### Placement view, run 1

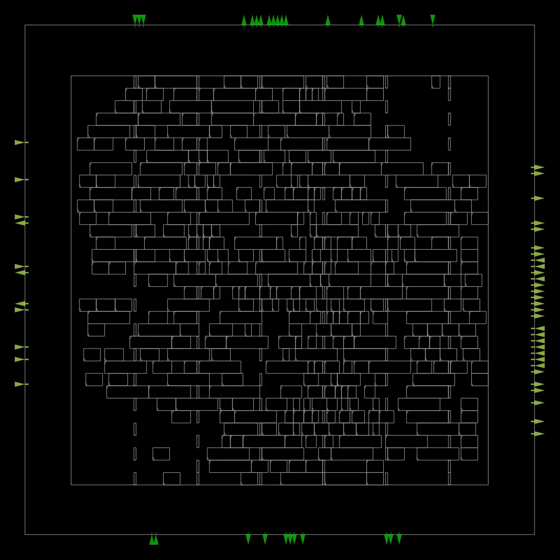
### Wire density map, run 1

Drawn at 3 px/µm. 22 x 22 tiles, from dark blue (low) to red (high), scaled to the fullest tile. Values are wire area over tile area, all layers added.
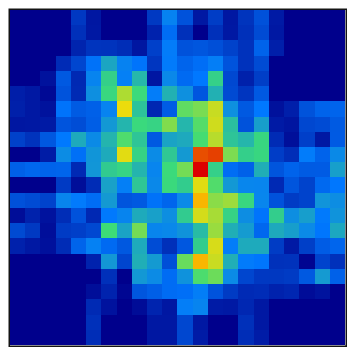
### Register map, names as in the netlist, run 1

Drawn at 4 px/µm. Other sequential cells in the stronger grey, the rest of the logic in the fainter grey.
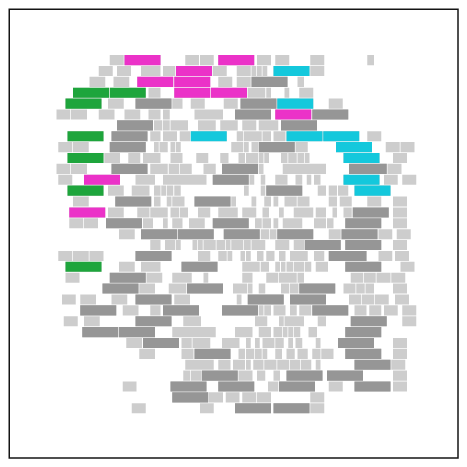
File: src/rtl/video_timing_gen_pkg.sv
// Shared raster constants for the G10k video pipe: 640x480@60 defaults,
// line/frame length helpers and sync polarity encodings.
package video_timing_pkg;

  localparam int unsigned DEF_H_ACTIVE = 640;
  localparam int unsigned DEF_H_FP     = 16;
  localparam int unsigned DEF_H_SYNC   = 96;
  localparam int unsigned DEF_H_BP     = 48;

  localparam int unsigned DEF_V_ACTIVE = 480;
  localparam int unsigned DEF_V_FP     = 10;
  localparam int unsigned DEF_V_SYNC   = 2;
  localparam int unsigned DEF_V_BP     = 33;

  localparam logic SYNC_ACTIVE_LOW  = 1'b0;
  localparam logic SYNC_ACTIVE_HIGH = 1'b1;

  function automatic int unsigned h_total(input int unsigned active, input int unsigned fp,
                                          input int unsigned sync, input int unsigned bp);
    return active + fp + sync + bp;
  endfunction

  function automatic int unsigned v_total(input int unsigned active, input int unsigned fp,
                                          input int unsigned sync, input int unsigned bp);
    return active + fp + sync + bp;
  endfunction

endpackage

File: src/rtl/video_timing_gen_pix_en_div.sv
// Pixel-enable divider: one-clk pix_en pulse every CLK_DIV clocks,
// registered so it is low throughout reset.
module pix_en_div #(
  parameter int unsigned CLK_DIV = 2
) (
  input  logic clk,
  input  logic rst,
  output logic pix_en
);

  localparam int unsigned   DW       = (CLK_DIV > 1) ? $clog2(CLK_DIV) : 1;
  localparam logic [DW-1:0] DIV_LAST = DW'(CLK_DIV - 1);

  logic [DW-1:0] div;
  logic [DW-1:0] div_nxt;

  always_comb begin
    div_nxt = (div == DIV_LAST) ? '0 : div + DW'(1);
  end

  // pix_en is computed from the next divider value so it is high in the clk where div==CLK_DIV-1
  always_ff @(posedge clk or negedge rst) begin
    if (!rst) begin
      div    <= '0;
      pix_en <= 1'b0;
    end else begin
      div    <= div_nxt;
      pix_en <= (div_nxt == DIV_LAST);
    end
  end

endmodule

File: src/rtl/video_timing_gen.sv
// Raster timing generator: h/v counters, sync/de decode, double-buffered
// scroll offsets and frame/line interrupts, all on a single clock.
module video_timing_gen
  import video_timing_pkg::*;
#(
  parameter int unsigned H_ACTIVE     = DEF_H_ACTIVE,
  parameter int unsigned H_FP         = DEF_H_FP,
  parameter int unsigned H_SYNC       = DEF_H_SYNC,
  parameter int unsigned H_BP         = DEF_H_BP,
  parameter int unsigned V_ACTIVE     = DEF_V_ACTIVE,
  parameter int unsigned V_FP         = DEF_V_FP,
  parameter int unsigned V_SYNC       = DEF_V_SYNC,
  parameter int unsigned V_BP         = DEF_V_BP,
  parameter logic        HS_POL       = SYNC_ACTIVE_LOW,
  parameter logic        VS_POL       = SYNC_ACTIVE_LOW,
  parameter int unsigned CLK_DIV      = 2,
  parameter int unsigned XW           = 10,
  parameter int unsigned YW           = 10,
  parameter int unsigned SX_W         = 7,
  parameter int unsigned SY_W         = 5,
  parameter int unsigned SCROLL_SHIFT = 1
) (
  input  logic            clk,
  input  logic            rst,
  input  logic [SX_W-1:0] scroll_x,
  input  logic [SY_W-1:0] scroll_y,
  input  logic            scroll_wr,
  input  logic [YW-1:0]   line_cmp,
  output logic            pix_en,
  output logic            hsync,
  output logic            vsync,
  output logic            de,
  output logic [XW-1:0]   cx,
  output logic [YW-1:0]   cy,
  output logic [XW-1:0]   sx,
  output logic [YW-1:0]   sy,
  output logic            frame_irq,
  output logic            line_irq
);

  localparam int unsigned H_TOTAL = h_total(H_ACTIVE, H_FP, H_SYNC, H_BP);
  localparam int unsigned V_TOTAL = v_total(V_ACTIVE, V_FP, V_SYNC, V_BP);
  localparam int unsigned HS_BEG  = H_ACTIVE + H_FP;
  localparam int unsigned HS_END  = H_ACTIVE + H_FP + H_SYNC;
  localparam int unsigned VS_BEG  = V_ACTIVE + V_FP;
  localparam int unsigned VS_END  = V_ACTIVE + V_FP + V_SYNC;

  localparam logic [XW-1:0] H_LAST     = XW'(H_TOTAL - 1);
  localparam logic [XW-1:0] H_ACT_LAST = XW'(H_ACTIVE - 1);
  localparam logic [YW-1:0] V_LAST     = YW'(V_TOTAL - 1);

  logic [XW-1:0]   hcnt;
  logic [YW-1:0]   vcnt;
  logic [SX_W-1:0] pend_x, shadow_x;
  logic [SY_W-1:0] pend_y, shadow_y;
  logic            pend_flag;

  logic            frame_wrap;
  logic            line_hit;
  logic [31:0]     h_w, v_w;
  logic [XW-1:0]   x_off;
  logic [YW-1:0]   y_off;

  pix_en_div #(
    .CLK_DIV (CLK_DIV)
  ) u_div (
    .clk    (clk),
    .rst    (rst),
    .pix_en (pix_en)
  );

  always_comb begin
    h_w        = 32'(hcnt);
    v_w        = 32'(vcnt);
    frame_wrap = pix_en && (hcnt == H_LAST) && (vcnt == V_LAST);
    line_hit   = pix_en && (hcnt == H_ACT_LAST) && (vcnt == line_cmp);
    x_off      = XW'(shadow_x) << SCROLL_SHIFT;
    y_off      = YW'(shadow_y) << SCROLL_SHIFT;
  end

  always_ff @(posedge clk or negedge rst) begin
    if (!rst) begin
      hcnt <= '0;
      vcnt <= '0;
    end else if (pix_en) begin
      if (hcnt == H_LAST) begin
        hcnt <= '0;
        vcnt <= (vcnt == V_LAST) ? '0 : vcnt + YW'(1);
      end else begin
        hcnt <= hcnt + XW'(1);
      end
    end
  end

  // The shadow loads the pending value held before this edge; a write landing on
  // the wrap clk therefore stays pending (flag re-set) for the following frame.
  always_ff @(posedge clk or negedge rst) begin
    if (!rst) begin
      pend_x    <= '0;
      pend_y    <= '0;
      shadow_x  <= '0;
      shadow_y  <= '0;
      pend_flag <= 1'b0;
    end else begin
      if (frame_wrap && pend_flag) begin
        shadow_x <= pend_x;
        shadow_y <= pend_y;
      end
      if (scroll_wr) begin
        pend_x    <= scroll_x;
        pend_y    <= scroll_y;
        pend_flag <= 1'b1;
      end else if (frame_wrap) begin
        pend_flag <= 1'b0;
      end
    end
  end

  always_ff @(posedge clk or negedge rst) begin
    if (!rst) begin
      hsync     <= ~HS_POL;
      vsync     <= ~VS_POL;
      de        <= 1'b0;
      cx        <= '0;
      cy        <= '0;
      sx        <= '0;
      sy        <= '0;
      frame_irq <= 1'b0;
      line_irq  <= 1'b0;
    end else begin
      hsync     <= ((h_w >= HS_BEG) && (h_w < HS_END)) ? HS_POL : ~HS_POL;
      vsync     <= ((v_w >= VS_BEG) && (v_w < VS_END)) ? VS_POL : ~VS_POL;
      de        <= (h_w < H_ACTIVE) && (v_w < V_ACTIVE);
      cx        <= hcnt;
      cy        <= vcnt;
      sx        <= hcnt + x_off;
      sy        <= vcnt + y_off;
      frame_irq <= frame_wrap;
      line_irq  <= line_hit;
    end
  end

endmodule

File: config.mk
export PLATFORM = sky130hd
export DESIGN_NAME = video_timing_gen
export DESIGN_NICKNAME = d
export VERILOG_FILES = /design/src/rtl/video_timing_gen_pkg.sv /design/src/rtl/video_timing_gen_pix_en_div.sv /design/src/rtl/video_timing_gen.sv
export SDC_FILE = /design/constraint.sdc
export NUM_CORES = 1
export LEC_CHECK = 0
export CAP_MARGIN = 10
export CORE_MARGIN = 10
export CORE_UTILIZATION = 47
export DETAILED_ROUTE_END_ITERATION = 7
export PLACE_DENSITY = 0.75
export RECOVER_POWER = 100
export SLEW_MARGIN = 20
export SYNTH_ARGS = -nofsm -noshare
export SYNTH_HDL_FRONTEND = slang
export SYNTH_SLANG_ARGS = --single-unit
File: constraint.sdc
create_clock -name clk -period 2.6 [get_ports clk]
set_input_delay 0.52 -clock clk [delete_from_list [all_inputs] [get_ports clk]]
set_output_delay 0.52 -clock clk [all_outputs]
set_load 0.01 [all_outputs]
==> impl_metrics.env, run 1 <==
# physical design summary
export IMPL_run_status="complete, no violations"
export IMPL_gp_congestion=0.8639
export IMPL_worstReg2RegEnd="shadow_y[0]"
export IMPL_n_all_buffers=83
export IMPL_clk_pin_slew_ns=0.09
export IMPL_powerDensity_mw_per_mm2=525.0
export IMPL_tns_ns=0
export IMPL_ir_drop_mv=0.3300
export IMPL_netlist_logic_family_top="simple AND/OR/NAND/NOR gates"
export IMPL_cpMaxStageDelayCell="or4b_1"
export IMPL_hp_class="flip-flop to flip-flop"
export IMPL_grt_usage=0.1353
export IMPL_pre_cts_slack_ns=0.3609
export IMPL_vias_per_cell=5.377
export IMPL_simple_gate_share=0.1229
export IMPL_grt_setup_unrepaired="false"
export IMPL_die_y_um=111.8
export IMPL_worstPathMaxFanout=12
export IMPL_most_common_layout_cells="dfrtp_1, dlygate4sd3_1, clkdlybuf4s50_1"
export IMPL_layout_area_top_class="sequential cells"
export IMPL_ys_top_cells_by_count="dfrtp_1, xnor2_1, ha_1"
export IMPL_p_sw_uw=517.8
export IMPL_crit_chain="or4b_1 -> or3_1 -> or3_4 -> mux2_1"
export IMPL_area_growth_pct=25.21
export IMPL_comb_power_uw=91.7
export IMPL_ff_count=89
export IMPL_final_common_cell="dfrtp_1"
export IMPL_arrival_ns=2.52
export IMPL_io_buffers=70
export IMPL_inverters_excl_clock=13
export IMPL_post_cts_setup_buffers=0
export IMPL_dp_cells=491
export IMPL_yosysTopAreaCellShare=0.5496
export IMPL_cts_htree_levels=3
export IMPL_mux_area_frac=0.08275
export IMPL_antenna_found_initial=0
export IMPL_maxCapViolCount=0
export IMPL_crit_path_end_kind="flip-flop"
export IMPL_drc=0
export IMPL_drive_gt1_frac=0.09476
export IMPL_finalClockSkew_ns=0.009429
export IMPL_r2r_start="hcnt[6]"
export IMPL_fillCellCount=679
export IMPL_ff_type="dfrtp_1"
export IMPL_setup_viol=0
export IMPL_clk_power_uw=1100
export IMPL_design_area_mm2=0.004960
export IMPL_clk_latency_ns=0.35
export IMPL_clockBufferDepth=2
export IMPL_clk_share=0.04692
export IMPL_highest_layer="met4"
export IMPL_reg2reg_slack_ns=0.31
export IMPL_yosys_cells=318
export IMPL_final_nets=441
export IMPL_top_cells_by_area="dfrtp_1, ha_1, xnor2_1"
export IMPL_ios=71
export IMPL_critical_path_depth=4
export IMPL_endpoint="shadow_y[0]"
export IMPL_grt_ovfl_total=0
export IMPL_ys_seq_frac=0.5629
export IMPL_dieArea_mm2=0.01250
export IMPL_synth_distinct_cells=49
export IMPL_netlist_area_mm2=0.003961
export IMPL_worstHoldStart="hcnt[0]"
export IMPL_ys_warnings_count=0
export IMPL_grt_pass1_wl_um=14180
export IMPL_grt_use_met3=0.02952
export IMPL_min_to="sx[0]"
export IMPL_synthAoiAreaFrac=0.06286
export IMPL_comb_share=0.3153
export IMPL_path_buffers=0
export IMPL_syn_inst=318
export IMPL_mi_logic_area_mm2=0.001564
export IMPL_numCtsBuffers=9
export IMPL_fin_crit_ns=2.286
export IMPL_top_area_cell="dfrtp_1"
export IMPL_clock_buffers=10
export IMPL_synthXorXnorAreaFrac=0.07296
export IMPL_top_usage_layer="met2"
export IMPL_critPathMaxStageDelay_ns=0.58
export IMPL_avgSynthCellArea_um2=12.46
export IMPL_cts_tree="built"
export IMPL_p_seq_frac=0.542
export IMPL_core_area_mm2=0.008217
export IMPL_synthesis_nets=362
export IMPL_tightest_slew_ns=1.337
export IMPL_worstSetupStartpointType="flip-flop"
export IMPL_edf_count=0
export IMPL_drt_iter0_drc=95
export IMPL_drt_met1_wl_um=3820
-- 'Placement view' (at the start) --
sequential share of cell area: 0.4495
tap cells: 105
Layout Cells excl Fill: 506
# rows: 33
final core utilization: 0.6036

-- 'Wire density map' (at the start) --
The densest ninth of the die: centre. The mean over all tiles is 0.11. The emptiest ninth of the die: lower left. 6.8% of the tiles are over half the peak. 24% of the tiles are nearly empty.

-- 'Register map, names as in the netlist' (at the start) --
Key: `cx` = cyan [sequential cells 9, where upper right]; `pend_x` = green [sequential cells 7]; `sx` = magenta [sequential cells 10]

==> run 2, diff against run 1 <==
- GPL_ROUTABILITY_DRIVEN: unset -> 0
- PLACE_DENSITY: 0.75 -> 0.76
- SYNTH_HIERARCHICAL: unset -> 1
### Wire density map, run 2

Drawn at 3 px/µm. 22 x 22 tiles, from dark blue (low) to red (high), scaled to the fullest tile. Values are wire area over tile area, all layers added.
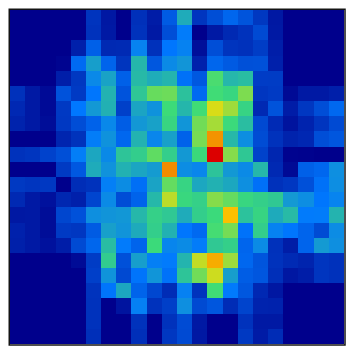
The densest ninth of the die: centre. 23% of the tiles are nearly empty. The fullest tile reaches 0.53. 6.0% of the tiles are over half the peak. The mean over all tiles is 0.10. The emptiest ninth of the die: lower left.

### Metal layers overlaid, run 2

Drawn at 3 px/µm. Two of the layers only.
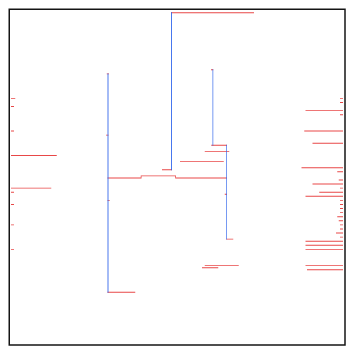
Key: M3 = red [wire length 313 µm]; M4 = blue [wire length 182 µm]

==> run 2 against run 1 <==
  * The run now ends with capacitance limit, slew limit left
  * Via count down 4.7%
  * Critical path type unchanged
  * Final cell count down 1.6%
  * Critical path depth unchanged
  * Cell area down 0.88%
  * Die size down 0.72%
==> impl_metrics.env, run 2 <==
# physical design summary
export IMPL_layout_area_top_class="sequential cells"
export IMPL_cts_sinks=89
export IMPL_critPathMaxStageDelay_ns=0.59
export IMPL_vias=2593
export IMPL_tns_ns=0
export IMPL_yosys_cells=315
export IMPL_ios=71
export IMPL_die_x_um=111.4
export IMPL_wire_per_inst_um=16.14
export IMPL_clock_buffers=10
export IMPL_antenna_found_initial=0
export IMPL_p_seq_frac=0.530
export IMPL_syn_inst=315
export IMPL_logic_gates=198
export IMPL_drive_gt1_frac=0.09160
export IMPL_endpoint="shadow_x[5]"
export IMPL_simple_gate_share=0.1230
export IMPL_clockBufferDepth=2
export IMPL_dr_pass1_iters=4
export IMPL_holdWs_ns=0.4601
export IMPL_p_sw_uw=539.7
export IMPL_run_status="finished with violations"
export IMPL_synth_distinct_cells=51
export IMPL_inverters_excl_clock=13
export IMPL_crit_chain="or2_1 -> or3_4 -> or3_1 -> mux2_1"
export IMPL_path_class="flip-flop to flip-flop"
export IMPL_fin_ws_ns=0.2529
export IMPL_top_area_cell="dfrtp_1"
export IMPL_n_all_buffers=77
export IMPL_wl_met2_um=3773
export IMPL_clk_latency_ns=0.36
export IMPL_synthAoiAreaFrac=0.05354
export IMPL_area_growth_pct=25.21
export IMPL_core_rowCount=33
export IMPL_cts_tree="built"
export IMPL_fp_util=0.4803
export IMPL_cts_resized=0
export IMPL_grt_setup_unrepaired="false"
export IMPL_io_buffers=70
export IMPL_die_y_um=111.4
export IMPL_fin_crit_sh=0.9027
export IMPL_top_usage_layer="met2"
export IMPL_crit_path_end_kind="flip-flop"
export IMPL_ys_warnings_count=6
export IMPL_comb_power_uw=92.8
export IMPL_worstReg2RegEnd="shadow_x[5]"
export IMPL_grt_ovfl_total=0
export IMPL_ys_seq_frac=0.5679
export IMPL_tightest_slew_ns=2.082
export IMPL_synthXorXnorAreaFrac=0.07808
export IMPL_pre_cts_slack_ns=0.4458
export IMPL_reg2reg_slack_ns=0.25
export IMPL_netlist_logic_family_top="simple AND/OR/NAND/NOR gates"
export IMPL_cpMaxStageDelayCell="or3_1"
export IMPL_worstHoldStart="hcnt[0]"
export IMPL_design_area_mm2=0.004916
export IMPL_edf_count=0
export IMPL_dp_cells=482
export IMPL_antenna_cells=0
export IMPL_vias_per_cell=5.207
export IMPL_fin_crit_ns=2.347
export IMPL_ys_top_cells_by_count="dfrtp_1, xnor2_1, ha_1, nor2_1, mux2_2"
export IMPL_comb_power_share=0.035
export IMPL_taps=105
export IMPL_postRouteAntennaNets=0
export IMPL_synthesis_nets=359
export IMPL_avgSynthCellArea_um2=12.46
export IMPL_p_leak_uw=0.002357
export IMPL_hp_class="flip-flop to flip-flop"
export IMPL_final_common_cell="dfrtp_1"
export IMPL_drt_met1_wl_um=3771
export IMPL_ir_drop_mv=0.2402
export IMPL_post_cts_setup_buffers=0
export IMPL_drc=0
export IMPL_yosysTopAreaCellShare=0.5545
export IMPL_critical_path_depth=4
export IMPL_most_common_layout_cells="dfrtp_1, dlygate4sd3_1, xnor2_1"
export IMPL_netlist_area_mm2=0.003926
export IMPL_fillCellCount=691
export IMPL_arrival_ns=2.59
export IMPL_core_area_mm2=0.008175
export IMPL_fin_util=0.6013
export IMPL_grt_use_met3=0.02738
export IMPL_grt_usage=0.1330
export IMPL_post_dp_hpwl_um=5765
export IMPL_worstPathMaxFanout=12
export IMPL_drt_iter0_drc=137
export IMPL_wl_met3_um=313
export IMPL_clk_power_uw=1160
export IMPL_wirelength_um=8040
export IMPL_slew_violations=90
export IMPL_worstSetupStartpointType="flip-flop"
export IMPL_r2r_start="hcnt[7]"
export IMPL_cts_htree_levels=3
export IMPL_min_to="sx[0]"
export IMPL_comb_share=0.3108
export IMPL_violations="capacitance limit, slew limit"
export IMPL_clk_pin_slew_ns=0.09
export IMPL_clk_share=0.05141
export IMPL_grt_pass1_wl_um=13680
export IMPL_p_int_uw=2121
export IMPL_area_share_sequential=0.4536
export IMPL_finalPower_uw=2661
export IMPL_ff_count=89
export IMPL_maxCapViolCount=1
export IMPL_path_buffers=0
export IMPL_top_cells_by_area="dfrtp_1, ha_1, xnor2_1"
export IMPL_pwr_share_clk=0.435
export IMPL_setup_viol=0
export IMPL_ff_type="dfrtp_1"
export IMPL_first_global_vias=2623
export IMPL_slew_headroom=-0.3877
export IMPL_critPathRequiredTime_ns=2.84
export IMPL_fin_cells=498
export IMPL_dieArea_mm2=0.01241
export IMPL_powerDensity_mw_per_mm2=541.3
export IMPL_highest_layer="met4"
export IMPL_finalClockSkew_ns=0.01210
export IMPL_mux_area_frac=0.08094
export IMPL_final_nets=432
export IMPL_numCtsBuffers=9
export IMPL_mi_logic_area_mm2=0.001528
